===== src/rtl/ucaspian_pkg.sv =====
// Shared types and default widths for the uCaspian dendrite scheduler.
//   sched_state_t : timestep sequencing states
//   ADDR_W        : default dendrite address width
//   CHARGE_W      : default signed charge width
//   GUARD_INIT    : cycles during which dendrite step_done is ignored after next_step
package ucaspian_pkg;

  localparam int unsigned ADDR_W   = 8;
  localparam int unsigned CHARGE_W = 9;

  typedef enum logic [1:0] {
    StRun   = 2'd0,
    StDrain = 2'd1,
    StStep  = 2'd2,
    StWait  = 2'd3
  } sched_state_t;

  localparam logic [1:0] GUARD_INIT = 2'd2;

endpackage


===== src/rtl/ucaspian_dendrite_sched_if.sv =====
// Fire-request and dendrite-output bundle of the dendrite scheduler.
//   req_addr/req_charge : packed per-requester data, requester i at [i*W +: W]
//   req_vld/req_rdy     : per-requester valid and one-hot grant
//   dend_addr/charge    : registered output to the dendrite (charge is two's complement)
//   dend_vld/dend_rdy   : output handshake
// master: the side producing fires and consuming the dendrite port (synapse engines + dendrite).
// slave : the scheduler itself.
interface ucaspian_dendrite_sched_if #(
  parameter int unsigned NUM_REQ  = 4,
  parameter int unsigned ADDR_W   = ucaspian_pkg::ADDR_W,
  parameter int unsigned CHARGE_W = ucaspian_pkg::CHARGE_W
);

  logic [NUM_REQ*ADDR_W-1:0]   req_addr;
  logic [NUM_REQ*CHARGE_W-1:0] req_charge;
  logic [NUM_REQ-1:0]          req_vld;
  logic [NUM_REQ-1:0]          req_rdy;
  logic [ADDR_W-1:0]           dend_addr;
  logic [CHARGE_W-1:0]         dend_charge;
  logic                        dend_vld;
  logic                        dend_rdy;

  modport master (
    output req_addr, req_charge, req_vld, dend_rdy,
    input  req_rdy, dend_addr, dend_charge, dend_vld
  );

  modport slave (
    input  req_addr, req_charge, req_vld, dend_rdy,
    output req_rdy, dend_addr, dend_charge, dend_vld
  );

endinterface


===== src/rtl/ucaspian_rr_arb.sv =====
// Combinational round-robin pick.
//   vld    : request vector
//   ptr    : highest-priority index for this cycle
//   onehot : selected request (all zero if none)
//   idx    : binary index of the selection
//   any    : at least one request is set
// N must be a power of two so the scan wraps by plain overflow.
module ucaspian_rr_arb #(
  parameter  int unsigned N    = 4,
  localparam int unsigned IdxW = (N > 1) ? $clog2(N) : 1
) (
  input  logic [N-1:0]    vld,
  input  logic [IdxW-1:0] ptr,
  output logic [N-1:0]    onehot,
  output logic [IdxW-1:0] idx,
  output logic            any
);

  logic [IdxW-1:0] cand;

  always_comb begin
    onehot = '0;
    idx    = '0;
    any    = 1'b0;
    cand   = '0;
    for (int unsigned k = 0; k < N; k++) begin
      cand = ptr + IdxW'(k);
      if (!any && vld[cand]) begin
        any = 1'b1;
        idx = cand;
      end
    end
    onehot[idx] = any;
  end

endmodule


===== src/rtl/ucaspian_dendrite_sched.sv =====
// Merges NUM_REQ synapse-fire streams into the single dendrite input port and sequences
// timesteps (drain in-flight fire, pulse next_step, wait for the dendrite to finish).
//   clk, reset     : clock, synchronous active-high reset
//   enable         : allow new grants
//   bus            : request/grant and dendrite output handshake (slave side)
//   step_req       : timestep advance request (pulse or level)
//   next_step      : 1-cycle pulse to the dendrite
//   dend_step_done : dendrite flush complete
//   step_done      : 1-cycle pulse when the step has fully finished
//   last_fires     : fires delivered during the previous step
//   busy           : sequencing a step or holding an undelivered fire
module ucaspian_dendrite_sched #(
  parameter int unsigned NUM_REQ  = 4,
  parameter int unsigned ADDR_W   = ucaspian_pkg::ADDR_W,
  parameter int unsigned CHARGE_W = ucaspian_pkg::CHARGE_W,
  parameter int unsigned CNT_W    = 16
) (
  input  logic                          clk,
  input  logic                          reset,
  input  logic                          enable,
  ucaspian_dendrite_sched_if.slave      bus,
  input  logic                          step_req,
  output logic                          next_step,
  input  logic                          dend_step_done,
  output logic                          step_done,
  output logic [CNT_W-1:0]              last_fires,
  output logic                          busy
);

  import ucaspian_pkg::*;

  localparam int unsigned PtrW = $clog2(NUM_REQ);

  sched_state_t state_q, state_d;

  logic [PtrW-1:0]     ptr_q, ptr_d;
  logic                dend_vld_q, dend_vld_d;
  logic [ADDR_W-1:0]   addr_q, addr_d;
  logic [CHARGE_W-1:0] charge_q, charge_d;
  logic [CNT_W-1:0]    cnt_q, cnt_d;
  logic [CNT_W-1:0]    last_q, last_d;
  logic                pend_q, pend_d;
  logic [1:0]          guard_q, guard_d;

  logic                arb_any;
  logic [NUM_REQ-1:0]  arb_onehot;
  logic [PtrW-1:0]     arb_idx;
  logic                load_ok;
  logic                fire;
  logic                grant_en;
  logic                grant_ok;
  logic                grant;
  logic                enter_step;

  ucaspian_rr_arb #(
    .N (NUM_REQ)
  ) u_arb (
    .vld    (bus.req_vld),
    .ptr    (ptr_q),
    .onehot (arb_onehot),
    .idx    (arb_idx),
    .any    (arb_any)
  );

  // The output register may reload when empty or being drained this same cycle.
  assign load_ok  = !dend_vld_q || bus.dend_rdy;
  assign fire     = dend_vld_q && bus.dend_rdy;
  assign grant_ok = grant_en && load_ok;
  assign grant    = grant_ok && arb_any;

  assign bus.req_rdy     = grant_ok ? arb_onehot : '0;
  assign bus.dend_vld    = dend_vld_q;
  assign bus.dend_addr   = addr_q;
  assign bus.dend_charge = charge_q;
  assign last_fires      = last_q;
  assign busy            = (state_q != StRun) || dend_vld_q;

  // Step sequencing and comb outputs.
  always_comb begin
    state_d    = state_q;
    next_step  = 1'b0;
    step_done  = 1'b0;
    grant_en   = 1'b0;
    enter_step = 1'b0;
    case (state_q)
      StRun: begin
        // A pending step blocks the grant in the same cycle it is acted on.
        if (pend_q) state_d = StDrain;
        else        grant_en = enable;
      end
      StDrain: begin
        if (!dend_vld_q || bus.dend_rdy) begin
          state_d    = StStep;
          enter_step = 1'b1;
        end
      end
      StStep: begin
        next_step = 1'b1;
        state_d   = StWait;
      end
      StWait: begin
        // A done still high from the previous step is masked until guard expires.
        if (guard_q == '0 && dend_step_done) begin
          step_done = 1'b1;
          state_d   = StRun;
        end
      end
      default: state_d = StRun;
    endcase
    // Nothing is granted or pulsed while reset is held.
    if (reset) begin
      grant_en  = 1'b0;
      next_step = 1'b0;
      step_done = 1'b0;
    end
  end

  // Output register, pointer, counters.
  always_comb begin
    dend_vld_d = dend_vld_q;
    addr_d     = addr_q;
    charge_d   = charge_q;
    ptr_d      = ptr_q;
    if (grant) begin
      dend_vld_d = 1'b1;
      addr_d     = bus.req_addr[32'(arb_idx)*ADDR_W +: ADDR_W];
      charge_d   = bus.req_charge[32'(arb_idx)*CHARGE_W +: CHARGE_W];
      ptr_d      = arb_idx + PtrW'(1);
    end else if (bus.dend_rdy) begin
      dend_vld_d = 1'b0;
    end

    cnt_d  = cnt_q;
    last_d = last_q;
    if (state_q == StStep) begin
      last_d = cnt_q;
      cnt_d  = '0;
    end else if (fire && cnt_q != '1) begin
      cnt_d = cnt_q + 1'b1;
    end

    guard_d = guard_q;
    if (state_q == StStep) begin
      guard_d = GUARD_INIT;
    end else if (state_q == StWait && guard_q != '0) begin
      guard_d = guard_q - 1'b1;
    end

    // Requests arriving while a step is in progress merge into one pending request.
    pend_d = step_req | (pend_q & ~enter_step);
  end

  always_ff @(posedge clk) begin
    if (reset) begin
      state_q    <= StRun;
      ptr_q      <= '0;
      dend_vld_q <= 1'b0;
      addr_q     <= '0;
      charge_q   <= '0;
      cnt_q      <= '0;
      last_q     <= '0;
      pend_q     <= 1'b0;
      guard_q    <= '0;
    end else begin
      state_q    <= state_d;
      ptr_q      <= ptr_d;
      dend_vld_q <= dend_vld_d;
      addr_q     <= addr_d;
      charge_q   <= charge_d;
      cnt_q      <= cnt_d;
      last_q     <= last_d;
      pend_q     <= pend_d;
      guard_q    <= guard_d;
    end
  end

endmodule

===== src/flat_wrapper.sv =====
// flat-port wrapper written by rule: the top's interface ports become plain ports
module ucaspian_dendrite_sched_flat import ucaspian_pkg::*;
#(
  parameter int unsigned NUM_REQ  = 4,
  parameter int unsigned ADDR_W   = ucaspian_pkg::ADDR_W,
  parameter int unsigned CHARGE_W = ucaspian_pkg::CHARGE_W,
  parameter int unsigned CNT_W    = 16
)
  (clk, reset, enable, step_req, next_step, dend_step_done, step_done, last_fires, busy, bus_req_addr, bus_req_charge, bus_req_vld, bus_dend_rdy, bus_req_rdy, bus_dend_addr, bus_dend_charge, bus_dend_vld);
  ucaspian_dendrite_sched_if #(.NUM_REQ(NUM_REQ), .ADDR_W(ADDR_W), .CHARGE_W(CHARGE_W)) bus_i ();
  input  logic clk;
  input  logic reset;
  input  logic enable;
  input  logic step_req;
  output logic next_step;
  input  logic dend_step_done;
  output logic step_done;
  output logic [CNT_W-1:0] last_fires;
  output logic busy;
  input wire logic [$bits(bus_i.req_addr)-1:0] bus_req_addr;
  input wire logic [$bits(bus_i.req_charge)-1:0] bus_req_charge;
  input wire logic [$bits(bus_i.req_vld)-1:0] bus_req_vld;
  input wire logic [$bits(bus_i.dend_rdy)-1:0] bus_dend_rdy;
  output wire logic [$bits(bus_i.req_rdy)-1:0] bus_req_rdy;
  output wire logic [$bits(bus_i.dend_addr)-1:0] bus_dend_addr;
  output wire logic [$bits(bus_i.dend_charge)-1:0] bus_dend_charge;
  output wire logic [$bits(bus_i.dend_vld)-1:0] bus_dend_vld;
  assign bus_i.req_addr = bus_req_addr;
  assign bus_i.req_charge = bus_req_charge;
  assign bus_i.req_vld = bus_req_vld;
  assign bus_i.dend_rdy = bus_dend_rdy;
  assign bus_req_rdy = bus_i.req_rdy;
  assign bus_dend_addr = bus_i.dend_addr;
  assign bus_dend_charge = bus_i.dend_charge;
  assign bus_dend_vld = bus_i.dend_vld;
  ucaspian_dendrite_sched #(.NUM_REQ(NUM_REQ), .ADDR_W(ADDR_W), .CHARGE_W(CHARGE_W), .CNT_W(CNT_W)) u_core (.clk(clk), .reset(reset), .enable(enable), .bus(bus_i), .step_req(step_req), .next_step(next_step), .dend_step_done(dend_step_done), .step_done(step_done), .last_fires(last_fires), .busy(busy));
endmodule

===== config.mk =====
export PLATFORM = sky130hd
export DESIGN_NAME = ucaspian_dendrite_sched_flat
export DESIGN_NICKNAME = d
export VERILOG_FILES = /design/src/rtl/ucaspian_pkg.sv /design/src/rtl/ucaspian_dendrite_sched_if.sv /design/src/rtl/ucaspian_rr_arb.sv /design/src/rtl/ucaspian_dendrite_sched.sv /design/src/flat_wrapper.sv
export SDC_FILE = /design/constraint.sdc
export NUM_CORES = 1
export LEC_CHECK = 0
export CAP_MARGIN = 20
export CORE_MARGIN = 5
export CORE_UTILIZATION = 48
export DETAILED_ROUTE_END_ITERATION = 12
export PLACE_DENSITY = 0.86
export RECOVER_POWER = 100
export SLEW_MARGIN = 20
export SYNTH_ARGS = -nofsm -noshare
export SYNTH_HDL_FRONTEND = slang
export SYNTH_SLANG_ARGS = --single-unit

===== constraint.sdc =====
create_clock -name clk -period 2.9 [get_ports clk]
set_input_delay 0.58 -clock clk [delete_from_list [all_inputs] [get_ports clk]]
set_output_delay 0.58 -clock clk [all_outputs]
set_load 0.005 [all_outputs]

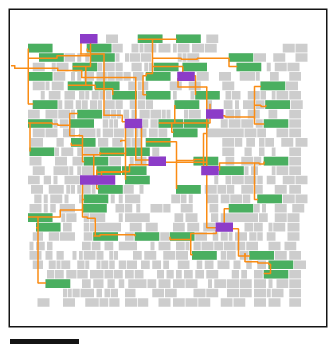
run_1/clock_wires.png
Bar = 20 microns.
- clock-net drivers: purple (count 9)
- clock wires: orange (length 749 microns)
- flip-flops: green (count 57)
- routed clock nets: 10
clock power share: 0.322
Clock net power: 0.000820 W
Setup Skew: 0.008379 ns

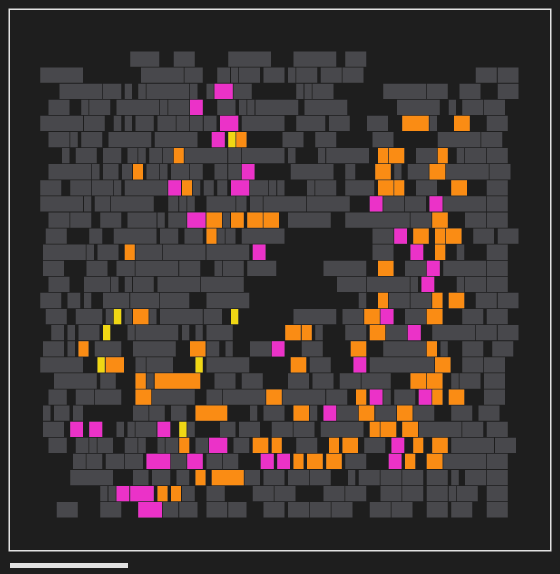
run_1/gates.png
Bar = 20 microns.
- inv cells: yellow (cells 7; most used inv_1)
- aoi and oai cells: orange (cells 74; most used o21ai_0)
- and/or cells: magenta (cells 35; most used and3_1)
Top cell excl fill/tap: clkdlybuf4s50_1
multi-input combinational area share: 0.3953
final non-filler cell total: 565

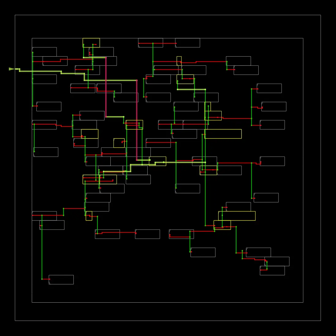
run_1/clock_nets.png
clock buffer count from CTS: 9
clock buf count: 11
Flops: 57

run 1: per-layer routing:
metal,wire (microns),global-route usage,share of wire,up-vias
met5,0,0,0,-
met4,139,0.07335,0.015,0
met3,571,0.05868,0.062,12
met2,4458,0.3774,0.49,107
met1,4021,0.2685,0.44,1445
li1,-,-,-,1527
run 1: state kept, by name (all words and copies together) (netlist names):
register / flops
u_core.ptr_q: 2
u_core.state_q: 2
u_core.bus.dend_vld: 1
u_core.cnt_q: 16
u_core.pend_q: 1
u_core.last_fires: 16
u_core.bus.dend_addr: 8
u_core.guard_q: 2
u_core.bus.dend_charge: 9
==> impl_metrics.json, run 1 <==
{
  "antenna_found_initial": 0,
  "wl_per_cell_microns": 16.27,
  "grt_util_all_layers": 0.2208,
  "layout_setup_ws_ns": 0.06590,
  "grt_first_pass_wirelength_microns": 15080,
  "p_int_w": 0.001797,
  "p_leak_nw": 1.927,
  "grt_pass1_vias": 3079,
  "cts_setup_buffers": 0,
  "nFillCells": 498,
  "comb_area_sq_mm": 0.001827,
  "critPathBufInv": 3,
  "hold_class": "flip-flop to flip-flop",
  "fin_crit_sh": 0.9773,
  "routed_wl_microns": 9191,
  "portBuffers": 118,
  "die_w_microns": 91.26,
  "final_cell_mix": "76 x clkdlybuf4s50_1, 57 x dfxtp_1, 45 x nor2_1",
  "hold_depth": 2,
  "whs_ns": 0.4751,
  "status": "finished clean",
  "crit_end": "bus_req_rdy[2]",
  "hold_viol": 0,
  "dominant_cells": "multi-input combinational cells",
  "critical_path.cell_chain": "clkdlybuf4s15_1 -> clkbuf_1 -> or4_4 -> and4_4 -> nand2_1 -> nor2_1 -> clkdlybuf4s50_1",
  "timing.rr.end": "u_core.cnt_q[13]",
  "fin_nets": 568,
  "crit_required_ns": 2.32,
  "power.share.switching": 0.2947,
  "seq_share": 0.2470,
  "rsz0062_at_grt": "no",
  "tightest_slew_ns": 1.292,
  "grt.overflow.total": 0,
  "yosysChipArea_sq_mm": 0.003169,
  "yosysTopAreaCellShare": 0.3600,
  "worst-path-stages": 7,
  "drive_gt1_frac": 0.09221,
  "worstSetupPathType": "primary input to output port",
  "clk_pin_slew_worst_paths_ns": 0.07,
  "tritoncts": "built",
  "cp-startpoint": "bus_req_vld[1]",
  "reg2reg_slack_ns": 0.45,
  "net-switching-power_w": 0.0007509,
  "worstHoldStart": "u_core.bus.dend_charge[0]"
}
run_1/class_map.png
Bar = 20 microns.
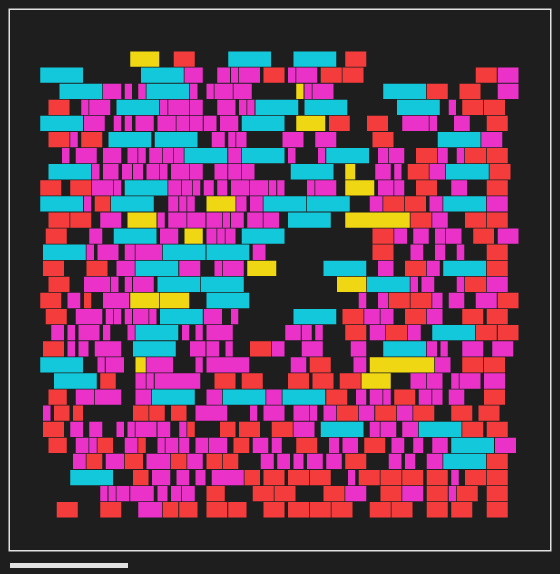

==> run 2, diff against run 1 <==
--- a/config.mk
+++ b/config.mk
@@ -11,6 +11,7 @@
 export DETAILED_ROUTE_END_ITERATION = 12
 export PLACE_DENSITY = 0.86
 export RECOVER_POWER = 100
+export REMOVE_ABC_BUFFERS = 1
 export SLEW_MARGIN = 20
 export SYNTH_ARGS = -nofsm -noshare
 export SYNTH_HDL_FRONTEND = slang
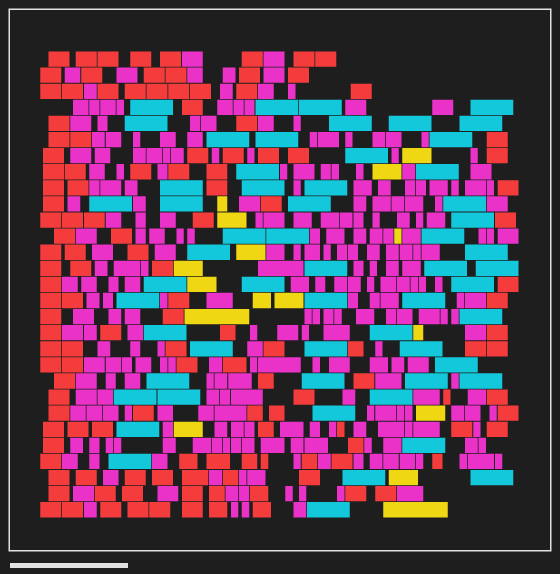
run_2/class_map.png
Bar = 20 microns.
- clock drivers and dummy loads: yellow (cells 16)
- remaining buffers and delay cells: red (cells 134)
- remaining logic cells: magenta (cells 277)
- sequential cells: cyan (cells 57)
flop share of the area: 0.2483
Non-Filler Cell Area, Final: 0.004596 sq mm
# rows: 29
Final Util: 0.7196

==> impl_metrics.json, run 2 <==
{
  "wl_per_cell_microns": 15.29,
  "yosysTopAreaCellShare": 0.3600,
  "worstSetupPathType": "primary input to output port",
  "grt.overflow.total": 0,
  "layout_setup_ws_ns": 0.04905,
  "dominant_cells": "multi-input combinational cells",
  "clk_pin_slew_worst_paths_ns": 0.06,
  "crit_required_ns": 2.32,
  "grt_first_pass_wirelength_microns": 14190,
  "grt_util_all_layers": 0.2068,
  "die_w_microns": 91.26,
  "routed_wl_microns": 8579,
  "power.share.switching": 0.2964,
  "p_int_w": 0.001787,
  "fin_crit_sh": 0.9831,
  "critPathMaxFanout": 6,
  "hold_viol": 0,
  "p_leak_nw": 1.912,
  "antenna_found_initial": 0,
  "clkbuf_count": 11,
  "rsz0062_at_grt": "no",
  "drive_gt1_frac": 0.08471,
  "clkPwrFrac": 0.326,
  "hold_class": "flip-flop to flip-flop",
  "comb_area_sq_mm": 0.001822,
  "tightest_slew_ns": 1.297,
  "fin_nets": 564,
  "comb_area_frac": 0.3964,
  "net-switching-power_w": 0.0007530,
  "antenna_cells": 0,
  "yosysChipArea_sq_mm": 0.003169,
  "tritoncts": "built",
  "whs_ns": 0.4709,
  "grt_pass1_vias": 3129,
  "cts_setup_buffers": 1,
  "synth.most_common_cell": "dfxtp_1",
  "status": "finished clean",
  "critical_path.cell_chain": "clkdlybuf4s50_1 -> buf_4 -> or4_4 -> and4_4 -> and3_1 -> clkdlybuf4s15_2",
  "final_cells": 561,
  "first_iter_violations": 108,
  "final_common_cell": "clkdlybuf4s50_1",
  "critPathBufInv": 3,
  "final_cell_mix": "76 x clkdlybuf4s50_1, 57 x dfxtp_1, 45 x nor2_1",
  "nFillCells": 525,
  "cts_buffers": 9
}
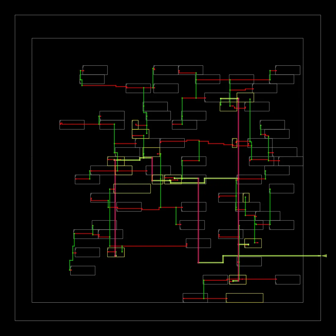
run_2/clock_nets.png
Setup Skew: 0.009365 ns
clk_lat worst skew: 0.34 ns
clk sinks: 57
Clock net power: 0.000828 W

run 2: metal layers:
metal | global-route usage | vias up | routed length (microns)
li1 | - | 1519 | -
met1 | 0.2285 | 1407 | 3407
met2 | 0.3450 | 108 | 4060
met3 | 0.08926 | 22 | 887
met4 | 0.09046 | 0 | 223
met5 | 0 | - | 0
run 2: path summary, 6_finish.rpt:
path / to / cells after the start / start / slack (ns)
max reg2reg: u_core.bus.dend_charge[0] / 7 / u_core.state_q[0] / 0.45
max: bus_req_rdy[0] / 6 / bus_req_vld[3] / 0.05
min reg2reg: u_core.bus.dend_addr[6] / 2 / u_core.bus.dend_addr[6] / 0.47
min: u_core.bus.dend_addr[6] / 2 / u_core.bus.dend_addr[6] / 0.47
No activity file was given, so power comes from the tool's default toggle rates.
